==> config.mk <==
export PLATFORM = sky130hd
export DESIGN_NAME = pc_update_ctrl
export DESIGN_NICKNAME = d
export VERILOG_FILES = /design/src/rtl/cpu_ctrl_pkg.sv /design/src/rtl/lat_counter.sv /design/src/rtl/pc_update_ctrl.sv
export SDC_FILE = /design/constraint.sdc
export NUM_CORES = 1
export LEC_CHECK = 0
export ABC_AREA = 1
export CAP_MARGIN = 10
export CELL_PAD_IN_SITES_DETAIL_PLACEMENT = 1
export CELL_PAD_IN_SITES_GLOBAL_PLACEMENT = 2
export CORE_MARGIN = 5
export CORE_UTILIZATION = 25
export DETAILED_ROUTE_END_ITERATION = 12
export PLACE_DENSITY = 0.84
export SYNTH_ARGS = -nofsm -noshare
export SYNTH_HDL_FRONTEND = slang
export SYNTH_SLANG_ARGS = --single-unit
==> constraint.sdc <==
create_clock -name clk -period 2 [get_ports clk]
set_input_delay 0.3 -clock clk [delete_from_list [all_inputs] [get_ports clk]]
set_output_delay 0.3 -clock clk [all_outputs]
set_load 0.01 [all_outputs]
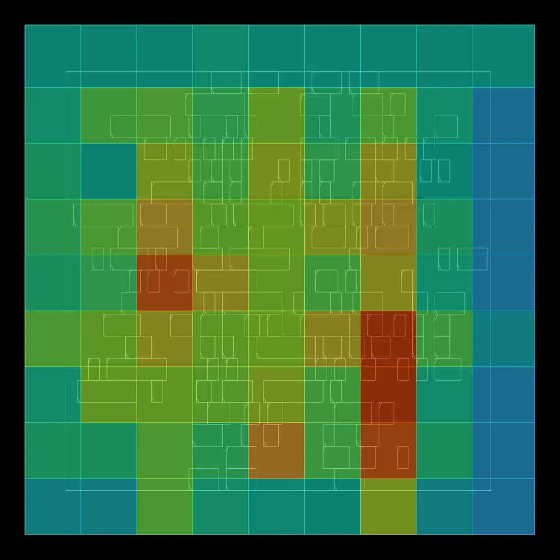
**Above:** run 1 (routing congestion map).
met1 usage: 0.112
gr usage total: 0.105
met2 GRT Util: 0.188
GR peak layer: met2
Layout Utilization: 0.374

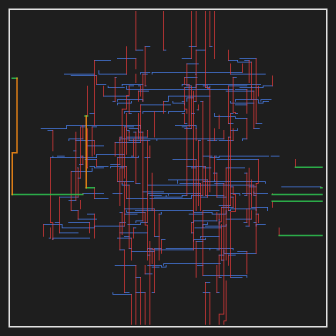
**Above:** run 1 (signal wires by layer).
| color | layer | wire length |
|---|---|---|
| orange | met4 | 38.3 microns |
| blue | met1 | 782 microns |
| red | met2 | 996 microns |
| green | met3 | 50.6 microns |
routed length per instance: 11.4 microns
drt total wl: 1870 microns
via count: 726

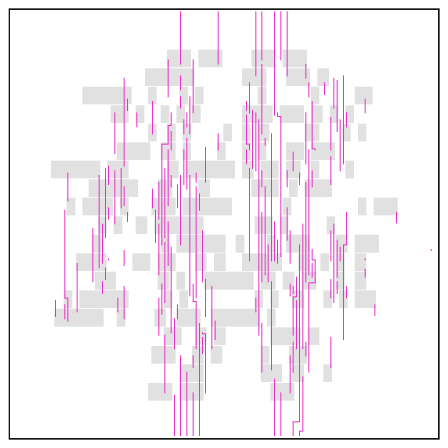
**Above:** run 1 (met2 routing).
share of all routed wire: 53%
wire length on this layer: 996 microns
main direction: vertical
nets with wire on the layer: 123

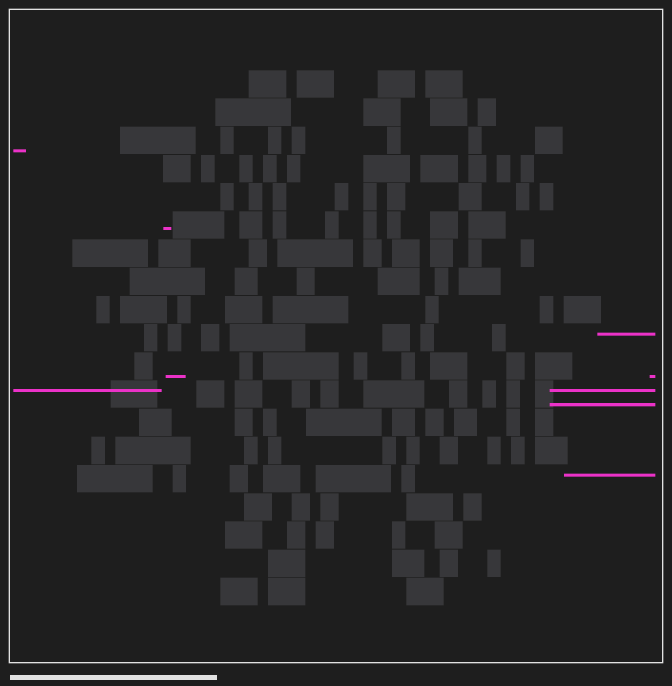
**Above:** run 1 (the metal 3 layer).
Scale bar: 20 microns.
main direction: horizontal
wire length on this layer: 50.6 microns
nets with wire on the layer: 7
met3 GRT Util: 0.0216

==> flow_metrics.tcl <==
# collected from the flow reports
set metrics [dict create \
    status "complete, no violations" \
    ys_ff 12 \
    crit_arrival_ps 1600 \
    yosys_warnings 0 \
    htreeDepth 1 \
    finClkSkew_ps 1.34 \
    drt-met1-wl_microns 781 \
    core_sq_mm 0.00271 \
    cp_cell_sequence "clkdlybuf4s50_1 -> nor2_2 -> nand3_2 -> nor2_4 -> nand2_2 -> nor2_1 -> dlygate4sd2_1" \
    fa_ha_area_frac 0.0358 \
    drive_gt1_frac 0.197 \
    slowest_stage "clkdlybuf4s50_1" \
    hold-path-cell-count 1 \
    finalNetCount 147 \
    met3_length_microns 50 \
    finalSetupViolations 0 \
    antenna_cells 0 \
    cts_made_buffers 3 \
    drt_first_iter_violations 11 \
    path_buffers 2 \
    port_buffers 21 \
    core_util_floorplan 0.258 \
    warning_count 28 \
    power_uw 804 \
    relSlewSlack 0.817 \
    crit_cells 7 \
    viasPerCell 4.45 \
    criticalPathCategory "input port to output pin" \
    ys_sh_mux 0 \
    hold_viol 0 \
    ys_cells 102 \
    period_needed_ps 1900 \
    syn_area_sq_um 699 \
    fmax_mhz 528 \
    grt_pass1_wl_microns 3320 \
    gp_congestion 0.758 \
    post_synth_xor_area_fraction 0.0250 \
    route.met2.wl_microns 996 \
    drc 0 \
    cts_tree "yes" \
    crit_fanout 3 \
    antenna_found_initial 0 \
    logic_family "simple AND/OR/NAND/NOR gates" \
    min_path_type "flop to flop" \
    die_w_microns 62.9 \
    clock_latency_ps 270 \
    grt_max_degree 8 \
    synth_seq_share 0.343 \
    grt_pass1_vias 757 \
    syn2layout_area_growth_pct 44.9 \
    grt-ovfl-total 0 \
    yosys-stat-area_sq_um 699 \
    simple_gate_area_frac 0.360 \
    finalClockPeriodUsage 0.948 \
    row_count 19 \
    dieArea_sq_mm 0.00396 \
    syn_area_per_cell_sq_um 6.86 \
    worst_slew_pin_slew_ps 273 \
    cts.sinks 12 \
    drv_slew 0 \
    crit_required_ps 1700 \
    cts_root_buf "clkbuf_4" \
    fp_nets 116 \
    cp_top_family "buffers and inverters" \
    cp-end-kind "output pin" \
    power.density_mw_per_mm2 793 \
    ios 22 \
    compound_area_frac 0.145 \
    cts.clk_slew.worst_paths_ps 80 \
    critPathMaxStageDelay_ps 450 \
    ys_types 21 \
    final_antenna_net_count 0 \
    drt_first_pass_iters 3 \
    n_fill_cell 361 \
    max-vdd-ir-drop_mv 0.402 \
    cts_hold_repair.buffers 0 \
    power.leakage_nw 0.440 \
    regToRegSetupSlack_ps 670 \
    syn_inst 102 \
    cts.path.max_buffers 2 \
    maxCapViolations 0 \
    start_kind "input port" \
    top_layer "met4" \
    largest_reg_flops 4 \
    die_height_microns 62.9 \
    grt_setup_unrepaired "true" \
    worstRegToRegCells 8 \
    dp.final_hpwl_microns 1590 \
]
## run 1: cell usage in the layout, fill, tap and decap left out, types with 2 or more instances in the layout
cell / netlist / layout
clkdlybuf4s50_1: 0 / 16
nor2_4: 2 / 2
clkbuf_2: 0 / 3
nand2_2: 4 / 4
dlygate4sd2_1: 0 / 2
inv_2: 1 / 2
clkbuf_4: 0 / 3
inv_1: 16 / 15
o21ai_1: 4 / 4
o21ai_0: 5 / 5
nand2_1: 16 / 16
nand3_1: 4 / 4
ha_1: 2 / 2
nand3_2: 2 / 2
dfxtp_1: 12 / 12
nor3_1: 2 / 2
buf_4: 0 / 5
nor2_1: 19 / 18
a21oi_1: 6 / 6
## run 1: through the flow
| step | hold slack, ps | std cells | setup slack, ps | TNS [ps] | cell area [sq um] |
|---|---|---|---|---|---|
| finish | 467 | 163 | 104 | 0 | 1010 |
| global route | 498 | 163 | -8.04 | -8.04 | 1010 |
| CTS | 473 | 163 | 12.5 | 0 | 1020 |
| detailed placement | 455 | 159 | -328 | -1230 | 986 |
| global placement | 444 | 159 | -284 | -1050 | 986 |
| floorplan | 420 | 102 | 588 | 0 | 699 |
## run 1: routing by layer
metal,GRT usage,vias to the layer above
met5,0,-
met4,0.0557,0
met3,0.0216,4
met2,0.188,8
met1,0.112,327
li1,-,387
## run 1: area by class of cell
type | count | area, sq um | share of cell area
well taps | 31 | 38.8 | 0.0383
repair buffers | 26 | 230 | 0.227
clock buffers | 4 | 36.3 | 0.0358
flip-flops and latches | 12 | 240 | 0.237
multi-input cells | 73 | 404 | 0.399
inverters | 17 | 63.8 | 0.0630
## run 1: cells in the mapped netlist
cell type  count  area (sq um)
nor2_1        19          71.3
inv_1         16          60.1
nand2_1       16          60.1
dfxtp_1       12           240
a21oi_1        6          30.0
o21ai_0        5          25.0
nand2_2        4          25.0
nand3_1        4          20.0
o21ai_1        4          20.0
ha_1           2          25.0
nand3_2        2          20.0
nor2_4         2          22.5
nor3_1         2          10.0
a31oi_1        1          6.26
inv_2          1          3.75
nand4_2        1          12.5
nor3_2         1          10.0
o31ai_1        1          7.51
o31ai_2        1          12.5
xnor2_1        1          8.76
xor2_1         1          8.76
## run 1: cells by family after synthesis
kind of cell | after synthesis
compound gates | 18
xor+xnor | 2
fa+ha+maj | 2
buf+inv | 17
flops | 12
simple gates | 51
## run 1: report_power, final
group	internal (mW)	total (mW)	switching, mW
registers	0.270	0.291	0.0213
clock network	0.111	0.191	0.0801
logic	0.151	0.322	0.171
total	0.531	0.804	0.273
## run 1: repair_timing
action                                  CTS  global route
setup buffers                             0             0
cloned                                    0             0
endpoints found under the hold margin     0             0
endpoints found under the setup margin    5             4
pin swaps                                 1             0
resized                                   8             6
